<file path="src/rtl/egg_timer_ctrl_if.sv">
// ---------------------------------------------------------------------------
// egg_timer_ctrl_if
// Connection between the egg-timer controller and the BCD MM:SS downcounter.
// Every nibble-packed bus below is {min_tens, min_ones, sec_tens, sec_ones}.
//   cnt_digits    counter -> controller  current counter digits
//   load_digits   controller -> counter  set value presented to the load inputs
//   load          controller -> counter  load strobe
//   enable        controller -> counter  count enable
//   enable_timer  controller -> counter  run/clear (0 clears on the counter's next edge)
// Modports: master = controller side, slave = counter side.
// ---------------------------------------------------------------------------
interface egg_timer_ctrl_if;
  logic [15:0] cnt_digits;
  logic [15:0] load_digits;
  logic        load;
  logic        enable;
  logic        enable_timer;

  modport master (
    input  cnt_digits,
    output load_digits,
    output load,
    output enable,
    output enable_timer
  );

  modport slave (
    output cnt_digits,
    input  load_digits,
    input  load,
    input  enable,
    input  enable_timer
  );
endinterface

</file>
<file path="src/rtl/egg_timer_ctrl.sv">
// ---------------------------------------------------------------------------
// egg_timer_ctrl
// Control and time-entry front end for the egg-timer downcounter. It turns
// debounced one-clock button pulses into a BCD MM:SS set value, sequences the
// counter through load / run / pause, watches the counter digits and raises
// the alarm at 00:00. Everything runs on the fast system clock. tick_1hz marks
// the system-clock cycle whose edge also clocks the counter.
// Ports:
//   clk, reset           system clock, synchronous active-high reset
//   tick_1hz             one-clk pulse coincident with the counter's clock edge
//   btn_up/down          increment / decrement the digit under the cursor
//   btn_left/right       move the cursor to a more / less significant digit
//   btn_start            start, pause, resume
//   btn_clear            abort to SET; the set value is kept
//   cnt_bus              counter connection (cnt_digits in; load_digits, load,
//                        enable, enable_timer out)
//   cursor               selected digit: 0=sec_ones 1=sec_tens 2=min_ones 3=min_tens
//   state_o              SET=0 LOAD=1 RUN=2 PAUSE=3 DONE=4, for the display mux
//   alarm, alarm_blink   high in DONE; blink toggles on each tick in DONE
// ---------------------------------------------------------------------------
module egg_timer_ctrl #(
  parameter int MAX_MIN_TENS = 9,
  parameter int ALARM_SECS   = 10
) (
  input  logic                   clk,
  input  logic                   reset,
  input  logic                   tick_1hz,
  input  logic                   btn_up,
  input  logic                   btn_down,
  input  logic                   btn_left,
  input  logic                   btn_right,
  input  logic                   btn_start,
  input  logic                   btn_clear,
  egg_timer_ctrl_if.master       cnt_bus,
  output logic [1:0]             cursor,
  output logic [2:0]             state_o,
  output logic                   alarm,
  output logic                   alarm_blink
);

  typedef enum logic [2:0] {
    SET   = 3'd0,
    LOAD  = 3'd1,
    RUN   = 3'd2,
    PAUSE = 3'd3,
    DONE  = 3'd4
  } state_t;

  localparam logic [3:0] MIN_TENS_MAX = 4'(MAX_MIN_TENS);
  // Last tick count before the alarm times out (the counter starts at 0 on entry).
  localparam logic [7:0] ALARM_LAST   = 8'(ALARM_SECS - 1);

  state_t      state, state_next;
  logic [15:0] digits, digits_next;
  logic [1:0]  cursor_next;
  logic        seen_nz, seen_nz_next;
  logic [7:0]  tick_cnt, tick_cnt_next;
  logic        blink_next;
  logic        load_q, enable_q, enable_timer_q;
  logic [3:0]  sel_digit;
  logic [3:0]  sel_max;
  logic        any_btn;

  // Highest legal value of each digit position; every digit wraps between 0 and this.
  function automatic logic [3:0] digit_max(input logic [1:0] pos);
    case (pos)
      2'd1:    digit_max = 4'd5;
      2'd3:    digit_max = MIN_TENS_MAX;
      default: digit_max = 4'd9;
    endcase
  endfunction

  assign cnt_bus.load_digits  = digits;
  assign cnt_bus.load         = load_q;
  assign cnt_bus.enable       = enable_q;
  assign cnt_bus.enable_timer = enable_timer_q;
  assign state_o              = state;

  // Next-state and next-value logic. Within a single clock only the
  // highest-priority button acts (clear > start > up > down > left > right).
  // In DONE any button returns to SET. The alarm tick counter keeps counting
  // in the same cycle, but the button transition wins. seen_nz stops a counter
  // that still reads 00:00 from raising the alarm straight after the load: it
  // must show a non-zero value in RUN before a zero counts as finished.
  always_comb begin
    state_next    = state;
    digits_next   = digits;
    cursor_next   = cursor;
    seen_nz_next  = seen_nz;
    tick_cnt_next = 8'd0;
    blink_next    = 1'b0;
    sel_digit     = digits[{cursor, 2'b00} +: 4];
    sel_max       = digit_max(cursor);
    any_btn       = btn_up | btn_down | btn_left | btn_right | btn_start | btn_clear;

    case (state)
      SET: begin
        if (btn_clear) begin
          state_next = SET;
        end else if (btn_start) begin
          if (digits != 16'h0000) state_next = LOAD;
        end else if (btn_up) begin
          digits_next[{cursor, 2'b00} +: 4] = (sel_digit >= sel_max) ? 4'd0 : sel_digit + 4'd1;
        end else if (btn_down) begin
          digits_next[{cursor, 2'b00} +: 4] = (sel_digit == 4'd0) ? sel_max : sel_digit - 4'd1;
        end else if (btn_left) begin
          cursor_next = cursor + 2'd1;
        end else if (btn_right) begin
          cursor_next = cursor - 2'd1;
        end
      end
      LOAD: begin
        seen_nz_next = 1'b0;
        if (btn_clear)     state_next = SET;
        else if (tick_1hz) state_next = RUN;
      end
      RUN: begin
        if (cnt_bus.cnt_digits != 16'h0000) seen_nz_next = 1'b1;
        if (btn_clear)                                         state_next = SET;
        else if (btn_start)                                    state_next = PAUSE;
        else if (cnt_bus.cnt_digits == 16'h0000 && seen_nz)    state_next = DONE;
      end
      PAUSE: begin
        if (btn_clear)      state_next = SET;
        else if (btn_start) state_next = RUN;
      end
      DONE: begin
        tick_cnt_next = tick_1hz ? tick_cnt + 8'd1 : tick_cnt;
        if (any_btn)                                 state_next = SET;
        else if (tick_1hz && tick_cnt == ALARM_LAST) state_next = SET;
      end
      default: state_next = SET;
    endcase

    if (state_next == DONE) begin
      blink_next = (state == DONE && tick_1hz) ? ~alarm_blink : alarm_blink;
    end
  end

  // State and output registers. The counter controls are registered decodes of
  // the next state, so they change on the same edge as state_o. A reset
  // discards the set value along with everything else.
  always_ff @(posedge clk) begin
    if (reset) begin
      state          <= SET;
      digits         <= 16'h0000;
      cursor         <= 2'd0;
      seen_nz        <= 1'b0;
      tick_cnt       <= 8'd0;
      load_q         <= 1'b0;
      enable_q       <= 1'b0;
      enable_timer_q <= 1'b0;
      alarm          <= 1'b0;
      alarm_blink    <= 1'b0;
    end else begin
      state          <= state_next;
      digits         <= digits_next;
      cursor         <= cursor_next;
      seen_nz        <= seen_nz_next;
      tick_cnt       <= tick_cnt_next;
      load_q         <= (state_next == LOAD);
      enable_q       <= (state_next == RUN);
      enable_timer_q <= (state_next != SET);
      alarm          <= (state_next == DONE);
      alarm_blink    <= blink_next;
    end
  end

endmodule

</file>
<file path="src/flat_wrapper.sv">
// flat-port wrapper written by rule: the top's interface ports become plain ports
module egg_timer_ctrl_flat 
#(
  parameter int MAX_MIN_TENS = 9,
  parameter int ALARM_SECS   = 10
)
  (clk, reset, tick_1hz, btn_up, btn_down, btn_left, btn_right, btn_start, btn_clear, cursor, state_o, alarm, alarm_blink, cnt_bus_cnt_digits, cnt_bus_load_digits, cnt_bus_load, cnt_bus_enable, cnt_bus_enable_timer);
  egg_timer_ctrl_if cnt_bus_i ();
  input  logic clk;
  input  logic reset;
  input  logic tick_1hz;
  input  logic btn_up;
  input  logic btn_down;
  input  logic btn_left;
  input  logic btn_right;
  input  logic btn_start;
  input  logic btn_clear;
  output logic [1:0] cursor;
  output logic [2:0] state_o;
  output logic alarm;
  output logic alarm_blink;
  input wire logic [$bits(cnt_bus_i.cnt_digits)-1:0] cnt_bus_cnt_digits;
  output wire logic [$bits(cnt_bus_i.load_digits)-1:0] cnt_bus_load_digits;
  output wire logic [$bits(cnt_bus_i.load)-1:0] cnt_bus_load;
  output wire logic [$bits(cnt_bus_i.enable)-1:0] cnt_bus_enable;
  output wire logic [$bits(cnt_bus_i.enable_timer)-1:0] cnt_bus_enable_timer;
  assign cnt_bus_i.cnt_digits = cnt_bus_cnt_digits;
  assign cnt_bus_load_digits = cnt_bus_i.load_digits;
  assign cnt_bus_load = cnt_bus_i.load;
  assign cnt_bus_enable = cnt_bus_i.enable;
  assign cnt_bus_enable_timer = cnt_bus_i.enable_timer;
  egg_timer_ctrl #(.MAX_MIN_TENS(MAX_MIN_TENS), .ALARM_SECS(ALARM_SECS)) u_core (.clk(clk), .reset(reset), .tick_1hz(tick_1hz), .btn_up(btn_up), .btn_down(btn_down), .btn_left(btn_left), .btn_right(btn_right), .btn_start(btn_start), .btn_clear(btn_clear), .cnt_bus(cnt_bus_i), .cursor(cursor), .state_o(state_o), .alarm(alarm), .alarm_blink(alarm_blink));
endmodule
</file>
<file path="config.mk">
export PLATFORM = sky130hd
export DESIGN_NAME = egg_timer_ctrl_flat
export DESIGN_NICKNAME = d
export VERILOG_FILES = /design/src/rtl/egg_timer_ctrl_if.sv /design/src/rtl/egg_timer_ctrl.sv /design/src/flat_wrapper.sv
export SDC_FILE = /design/constraint.sdc
export NUM_CORES = 1
export LEC_CHECK = 0
export CORE_MARGIN = 4
export CORE_UTILIZATION = 42
export CTS_CLUSTER_DIAMETER = 30
export CTS_CLUSTER_SIZE = 25
export DETAILED_ROUTE_END_ITERATION = 6
export GPL_ROUTABILITY_DRIVEN = 0
export GPL_TIMING_DRIVEN = 0
export PLACE_DENSITY = 0.73
export SYNTH_ARGS = -nofsm -noshare
export SYNTH_HDL_FRONTEND = slang
export SYNTH_SLANG_ARGS = --single-unit
</file>
<file path="constraint.sdc">
create_clock -name clk -period 3.47 [get_ports clk]
set_clock_uncertainty 0.2 [all_clocks]
set_input_delay 0.694 -clock clk [delete_from_list [all_inputs] [get_ports clk]]
set_output_delay 0.694 -clock clk [all_outputs]
set_load 0.005 [all_outputs]
</file>
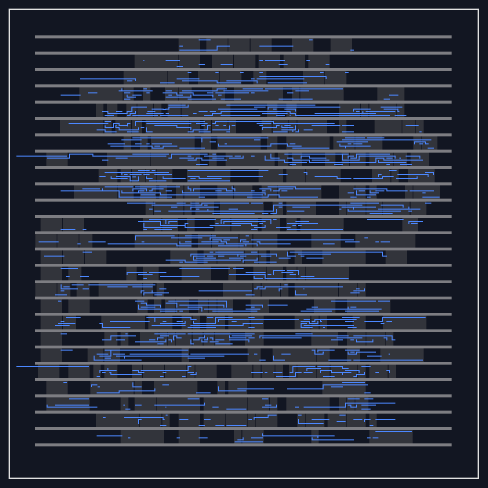
*The metal 1 layer*
Drawn at 6 px/um. Supply wires on this layer in grey.
The layer holds 44% of the routed length. The wires run mostly horizontal. 278 nets have wire on it. The layer carries 2210 um of wire.

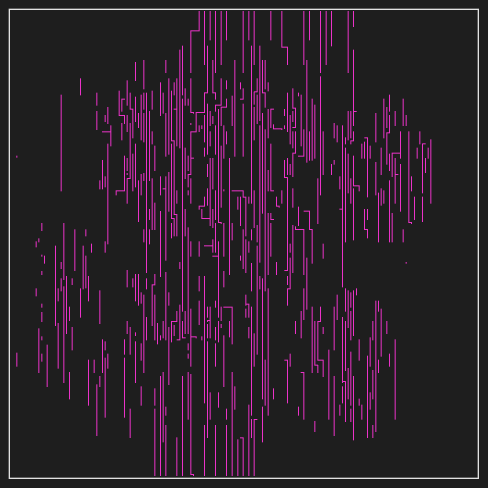
*Met2 routing*
Drawn at 6 px/um.
The layer carries 2520 um of wire. The longest straight run is 35.4 um. 268 nets have wire on it. The wires run mostly vertical.

==> run summary <==
run metrics: run status complete, no violations, GRT met1 Usage 0.208, CP arrival 2.89 ns, Post-synth EDFFs 0, Crit. End Element flop, Post-Synthesis Net Count 268, Post-synth top flop dfxtp_1, Post-synth ARST share 0, clk buf depth 2, ANT nets after route 0, slew at the pin with the worst max-slew slack 0.501 ns, Max-area cell share 0.341, Worst setup SP type flop, ys cells 231, Post-Synth Adder-Cell Area 0.0731, vias in the first global route 1772, WS Path Type flop to flop, Hold Path Cell Cnt 2, GR Overflow Total 0, syn_area_per_cell 8.89 sq um, chip width 77.9 um, Area growth syn-to-layout 31.9%, post-CTS setup buffer count 0, overall power 0.000817 W, CTS tree yes, total CTS buffers 5, top cells by count, synth dfxtp_1, nor2_1, inv_1, ha_1, nand2_1
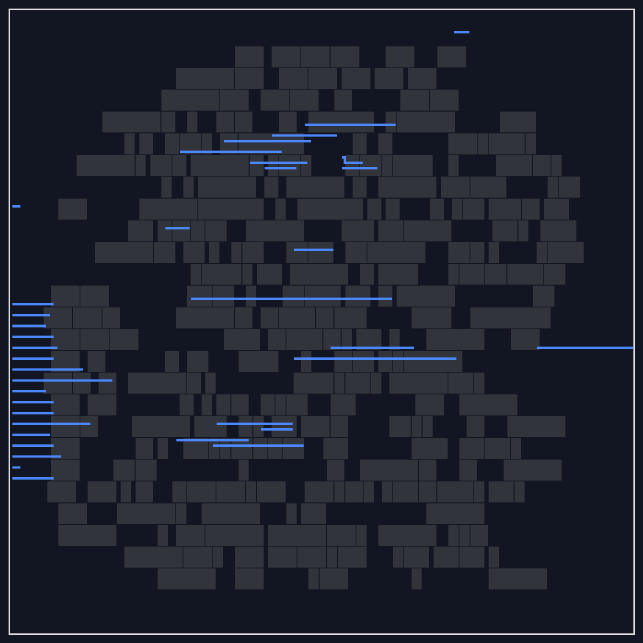
*The metal 3 layer*
Drawn at 8 px/um.
The wires run mostly horizontal. The layer holds 5.2% of the routed length. 34 nets have wire on it. The layer carries 261 um of wire. The longest straight run is 24.8 um.

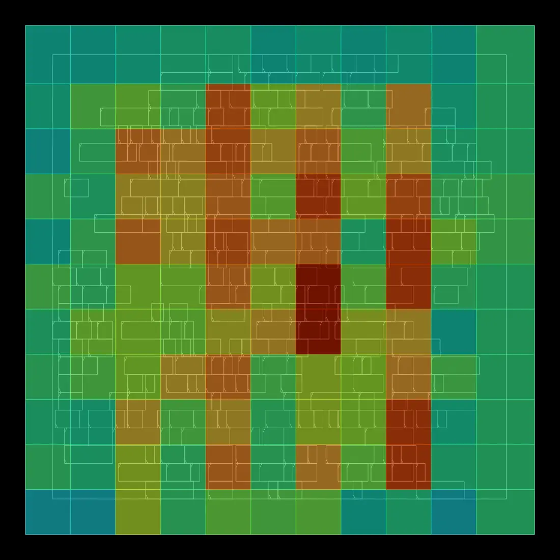
*Routing congestion map*
GRT Total Usage: 0.169
drt wl/cell: 14.2 um
Finished Core Util: 0.574
GR Util met2: 0.297

==> flip-flops by register name, summed over array words and instances (netlist names) <==
name / cells
u_core.cursor: 2
u_core.cnt_bus.enable_timer: 1
u_core.state_o: 3
u_core.cnt_bus.load_digits: 16
u_core.alarm: 1
u_core.tick_cnt: 8
u_core.alarm_blink: 1
u_core.cnt_bus.enable: 1
u_core.seen_nz: 1
u_core.cnt_bus.load: 1
==> final cells by class <==
cell class              instances  area (sq um)
clock buffers                   7          76.3
inverters                      13          48.8
fillers                       415          2010
repair buffers                 49           490
well taps                      67          83.8
multi-input cells             173          1250
plain buffers                  10          53.8
flip-flops and latches         35           701
clock inverters                 1          5.00
==> report_power, final <==
group,internal [W],switching [W]
clock network,0.000141,0.000138
logic,0.0000652,0.0000623
registers,0.000406,0.00000456
total,0.000612,0.000205
Power and IR drop assume default switching activity.
